`src/rtl/result_drain_controller_if.sv`:
```
// result_drain_controller_if: valid/ready result stream from the drain FIFO head to the sink.
interface result_drain_controller_if #(
  parameter int RESULT_WIDTH = 16,
  parameter int COL_W = 5
);
  logic signed [RESULT_WIDTH-1:0] data;
  logic [COL_W-1:0] col;
  logic last;
  logic valid;
  logic ready;
  modport master (output data, col, last, valid, input ready);
  modport slave (input data, col, last, valid, output ready);
endinterface

```
`src/rtl/result_drain_controller.sv`:
```
// result_drain_controller: snapshots column results on capture and drains active columns through a FWFT FIFO.
// Optional RESULT_DRAIN_RELU_EN clamps negative results to zero on push.
module result_drain_controller #(
  parameter int N_COLS_ARRAY = 20,
  parameter int RESULT_WIDTH = 16,
  parameter int FIFO_DEPTH = 8,
  localparam int COL_W = $clog2(N_COLS_ARRAY),
  localparam int NC_W = $clog2(N_COLS_ARRAY + 1)
) (
  input  logic clk_i,
  input  logic general_rst_i,
  input  logic capture_i,
  input  logic [N_COLS_ARRAY*RESULT_WIDTH-1:0] result_i,
  input  logic [NC_W-1:0] n_cols_i,
  result_drain_controller_if.master m,
  output logic busy_o,
  output logic overflow_o
);
  localparam int AW = $clog2(FIFO_DEPTH);
  localparam int CNT_W = AW + 1;
  localparam int EW = RESULT_WIDTH + COL_W + 1;
  typedef enum logic {IDLE, DRAIN} state_e;
  state_e state_q, state_d;
  logic [N_COLS_ARRAY*RESULT_WIDTH-1:0] shadow_q, shadow_d;
  logic [NC_W-1:0] ncols_q, ncols_d;
  logic [COL_W-1:0] col_q, col_d;
  logic ovf_q, ovf_d;
  logic [AW-1:0] wr_q, wr_d, rd_q, rd_d;
  logic [CNT_W-1:0] cnt_q, cnt_d;
  logic [EW-1:0] mem_q [FIFO_DEPTH];
  logic [RESULT_WIDTH-1:0] sel, push_data;
  logic full, pop, push, is_last, fin, accept;
  assign sel = shadow_q[col_q*RESULT_WIDTH +: RESULT_WIDTH];
`ifdef RESULT_DRAIN_RELU_EN
  assign push_data = sel[RESULT_WIDTH-1] ? '0 : sel;
`else
  assign push_data = sel;
`endif
  assign full = cnt_q == CNT_W'(FIFO_DEPTH);
  assign m.valid = cnt_q != '0;
  assign pop = m.valid & m.ready;
  assign push = (state_q == DRAIN) && (!full || pop);
  assign is_last = NC_W'(col_q) == ncols_q - NC_W'(1);
  assign fin = push && is_last;
  // A capture landing on the final push starts the next round with no bubble
  assign accept = capture_i && (n_cols_i != '0) && (state_q == IDLE || fin);
  assign {m.data, m.col, m.last} = m.valid ? mem_q[rd_q] : '0;
  assign busy_o = state_q == DRAIN;
  assign overflow_o = ovf_q;
  always_comb begin
    state_d = fin ? IDLE : state_q;
    shadow_d = shadow_q;
    ncols_d = ncols_q;
    col_d = push ? col_q + COL_W'(1) : col_q;
    ovf_d = ovf_q | (capture_i && state_q == DRAIN && !fin);
    wr_d = push ? wr_q + AW'(1) : wr_q;
    rd_d = pop ? rd_q + AW'(1) : rd_q;
    cnt_d = cnt_q + CNT_W'(push) - CNT_W'(pop);
    if (accept) begin
      state_d = DRAIN;
      shadow_d = result_i;
      ncols_d = n_cols_i > NC_W'(N_COLS_ARRAY) ? NC_W'(N_COLS_ARRAY) : n_cols_i;
      col_d = '0;
    end
  end
  always_ff @(posedge clk_i) begin
    if (general_rst_i) begin
      state_q <= IDLE;
      shadow_q <= '0;
      ncols_q <= '0;
      col_q <= '0;
      ovf_q <= 1'b0;
      wr_q <= '0;
      rd_q <= '0;
      cnt_q <= '0;
    end else begin
      state_q <= state_d;
      shadow_q <= shadow_d;
      ncols_q <= ncols_d;
      col_q <= col_d;
      ovf_q <= ovf_d;
      wr_q <= wr_d;
      rd_q <= rd_d;
      cnt_q <= cnt_d;
    end
  end
  always_ff @(posedge clk_i) begin
    if (push) mem_q[wr_q] <= {push_data, col_q, is_last};
  end
endmodule
```
`src/flat_wrapper.sv`:
```
// flat-port wrapper written by rule: the top's interface ports become plain ports
module result_drain_controller_flat 
#(
  parameter int N_COLS_ARRAY = 20,
  parameter int RESULT_WIDTH = 16,
  parameter int FIFO_DEPTH = 8,
  localparam int COL_W = $clog2(N_COLS_ARRAY),
  localparam int NC_W = $clog2(N_COLS_ARRAY + 1)
)
  (clk_i, general_rst_i, capture_i, result_i, n_cols_i, busy_o, overflow_o, m_data, m_col, m_last, m_valid, m_ready);
  result_drain_controller_if #(.RESULT_WIDTH(RESULT_WIDTH)) m_i ();
  input  logic clk_i;
  input  logic general_rst_i;
  input  logic capture_i;
  input  logic [N_COLS_ARRAY*RESULT_WIDTH-1:0] result_i;
  input  logic [NC_W-1:0] n_cols_i;
  output logic busy_o;
  output logic overflow_o;
  output wire logic [$bits(m_i.data)-1:0] m_data;
  output wire logic [$bits(m_i.col)-1:0] m_col;
  output wire logic [$bits(m_i.last)-1:0] m_last;
  output wire logic [$bits(m_i.valid)-1:0] m_valid;
  input wire logic [$bits(m_i.ready)-1:0] m_ready;
  assign m_data = m_i.data;
  assign m_col = m_i.col;
  assign m_last = m_i.last;
  assign m_valid = m_i.valid;
  assign m_i.ready = m_ready;
  result_drain_controller #(.N_COLS_ARRAY(N_COLS_ARRAY), .RESULT_WIDTH(RESULT_WIDTH), .FIFO_DEPTH(FIFO_DEPTH)) u_core (.clk_i(clk_i), .general_rst_i(general_rst_i), .capture_i(capture_i), .result_i(result_i), .n_cols_i(n_cols_i), .m(m_i), .busy_o(busy_o), .overflow_o(overflow_o));
endmodule
```
`config.mk`:
```
export PLATFORM = sky130hd
export DESIGN_NAME = result_drain_controller_flat
export DESIGN_NICKNAME = d
export VERILOG_FILES = /design/src/rtl/result_drain_controller_if.sv /design/src/rtl/result_drain_controller.sv /design/src/flat_wrapper.sv
export SDC_FILE = /design/constraint.sdc
export NUM_CORES = 1
export LEC_CHECK = 0
export CAP_MARGIN = 20
export CORE_UTILIZATION = 25
export CTS_CLUSTER_DIAMETER = 60
export DETAILED_ROUTE_END_ITERATION = 8
export MAX_ROUTING_LAYER = met4
export PLACE_DENSITY = 0.53
export SETUP_SLACK_MARGIN = 0.05
export SLEW_MARGIN = 20
export SYNTH_ARGS = -nofsm -noshare
export SYNTH_HDL_FRONTEND = slang
export SYNTH_SLANG_ARGS = --single-unit
```
`constraint.sdc`:
```
create_clock -name clk_i -period 7 [get_ports clk_i]
set_clock_uncertainty 0.15 [all_clocks]
set_input_delay 1.05 -clock clk_i [delete_from_list [all_inputs] [get_ports clk_i]]
set_output_delay 1.05 -clock clk_i [all_outputs]
set_load 0.02 [all_outputs]
```
==> Slide: Implementation Results <==
Run Summary

Power and ir drop
  • Max VDD drop: ~0.00022 V
  • Max power group: sequential cells
  • P_clk: 3390 uW
  • Total power: roughly 9500 uW
  • Pwr per Cell Area: approximately 310 nW/um^2
  • Cell internal pwr: between 6000 and 7000 uW
  • Switching share of power: 0.326

Placement
  • Pre-CTS WS: 2620 ps

Synth
  • Yosys top cell by area: dfxtp_1
  • Seq cells post-synth: 521
  • Logic family by area: AND-OR/OR-AND gates
  • Synthesized Nets: around 2.5k
  • AND-OR/OR-AND share of the synthesized area: 0.180
  • Post-synth top area share: 0.287
  • Yosys top cell by instances: dfxtp_1
  • Post-Synthesis Cells: ~2.1k
  • Post-synthesis mux area share: 0.141
  • Sequential area share after synthesis: 0.507
  • Commonest flop: dfxtp_1
  • Xor+xnor area frac: 0.00583
  • Cell area after synthesis: roughly 24000 sq um
  • Simple-Gate Area Share: 0.100
  • Cell Type Count: approximately 45
  • Yosys Instances: between 2k and 2.5k

Route
  • Iter 0 DRT Violations: ~1.9k
  • Vias per cell: around 5.4
  • Final WL: approximately 91 mm
  • Residual DRC count: 0

Worst setup path
  • Critical Path AT: ~3700 ps
  • Crit path largest cell delay: between 900 and 1000 ps
  • Worst Path Required: just under 6000 ps
  • Critical path launch point type: flip-flop
  • RR Endpoint: u_core.shadow_q[15]$_SDFFE_PP0P_
  • Critical path destination: m_col[3]
  • Crit path cell chain: buf_4 > mux4_2 > mux2i_1 > nor2_1 > clkdlybuf4s50_1

Clock network
  • CTS clk-pin slew, worst paths: ~50 ps
  • CTS sink cnt: roughly 520
  • Cts repair resizes: 0
  • H-tree depth: 3
  • Root buffer cell: clkbuf_16
  • CTS tree: built
  • Insertion Delay late pin: about 600 ps
  • Hold_buf cts: 0
  • Post-CTS setup buffers: 0

GRT
  • Grt ovf: 0
  • First-pass GRT wire length: 135 mm
  • Vias in the first global route: a little under 20k

Finish
  • Final Cell Area: a little over 30000 sq um
  • Share of cells above drive strength 1: 0.129
  • Seq_cells: between 500 and 600
  • Biggest register: u_core.shadow_q
  • Non-clk bufs: 388
  • Multi-input logic area: around 10000 sq um
  • Logic share of the area: 0.342
  • CLK BUF: 84

STA
  • RSZ-0062 raised after global routing: no
  • Minimum clock period: between 4000 and 5000 ps
  • Final TNS setup: 0 ps
  • Max-slew headroom: 0.142
  • Final setup fails: 0
  • Final Hold Vio Count: 0
  • Final period utilization: 0.700
  • Hold slack: 301 ps

Die
  • FP Util: 0.253
  • Die ar.: about 97000 sq um
  • Die W: about 310 um

Job
  • Count of tool warnings: ~60

Outcome
  • Status: finished, final reports clean
-- worst min-delay path by stage --
| stage | slack, ps | end | cells past startpoint |
|---|---|---|---|
| global placement | 300 | u_core.overflow_o$_SDFF_PP0_ | 2 |
| finish | 300 | u_core.overflow_o$_SDFF_PP0_ | 2 |
| global route | 330 | u_core.shadow_q[146]$_SDFFE_PP0P_ | 2 |
| floorplan | 300 | u_core.shadow_q[100]$_SDFFE_PP0P_ | 2 |
| CTS | 300 | u_core.overflow_o$_SDFF_PP0_ | 2 |
| detailed placement | 290 | u_core.overflow_o$_SDFF_PP0_ | 2 |
-- layer usage --
metal  share of wire  track usage  vias to the layer above
met3           0.062       0.0328                      107
li1                -            -                     8869
met2            0.47        0.295                      681
met4           0.019       0.0466                        0
met5               0            -                        -
met1            0.45        0.252                     9952
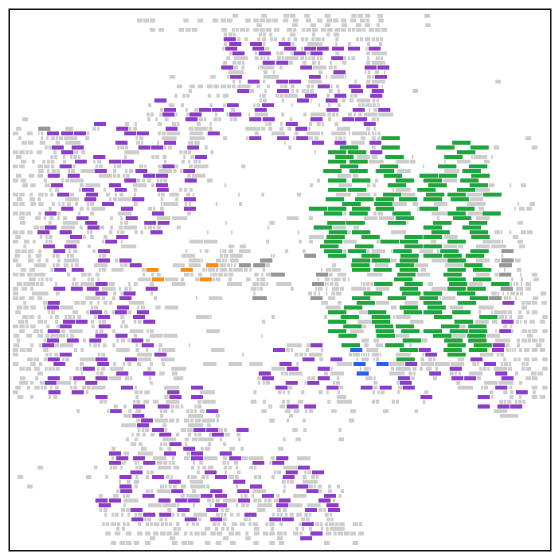
(sequential cells grouped by signal name)
Other sequential cells in the stronger grey, the rest of the logic in the fainter grey.
Key: u_core.shadow_q = purple [flops 320]; u_core.cnt_q = blue [flops 4]; u_core.mem_q = green [flops 176, where right middle]; u_core.ncols_q = orange [flops 5]
Another 16 sequential cells are not coloured.
register area: 12200 sq um
Seq/total area: 0.400

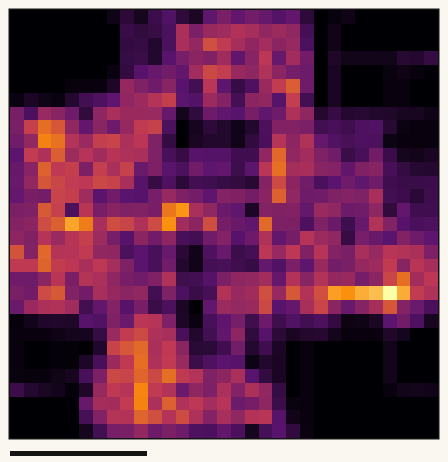
(routed metal per tile)
The bar under the picture is 100 um long. 31 x 31 tiles, from black (low) to pale yellow (high), scaled to the fullest tile. Values are wire area over tile area, all layers added.
11% of the tiles are over half the peak. 18% of the tiles are nearly empty. The mean over all tiles is 0.15.

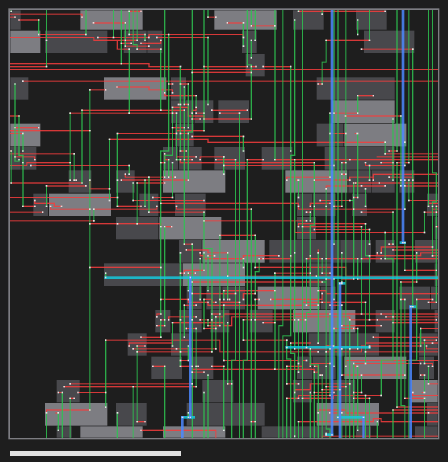
(layout detail)
The bar under the picture is 20 um long. Region (53, 53) to (103, 103) um. Cells in grey, sequential cells in the stronger grey; small squares are vias.
Key: met3 = cyan; met2 = green; met1 = red; met4 = blue
89 logic cells have their middle in the window. Netlist names of flops here include u_core.shadow_q (18). Sequential cells in the window: 18. Most frequent: dfxtp_1 (18), a21oi_1 (17), o31ai_1 (16).

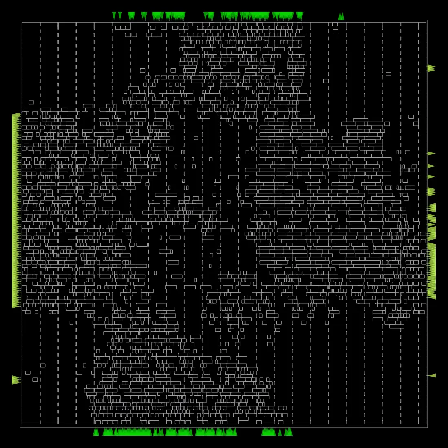
(cell placement)
Final Core Density: 0.321
Tap Cells: 1265
fill count: 9558
total core area: 95200 sq um
std cell rows: 113

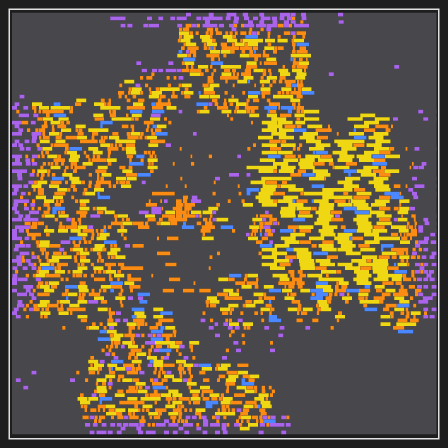
(cells coloured by class)
Fill, decap, tap and diode cells in grey.
Key: flip-flops = yellow [cells 521, share of their area 42%]; all other logic = orange [cells 1320, share of their area 37%]; clock drivers and dummy loads = blue [cells 119, share of their area 7.5%]; other buffers and delay cells = purple [cells 388, share of their area 14%]

Power and IR drop assume default switching activity.
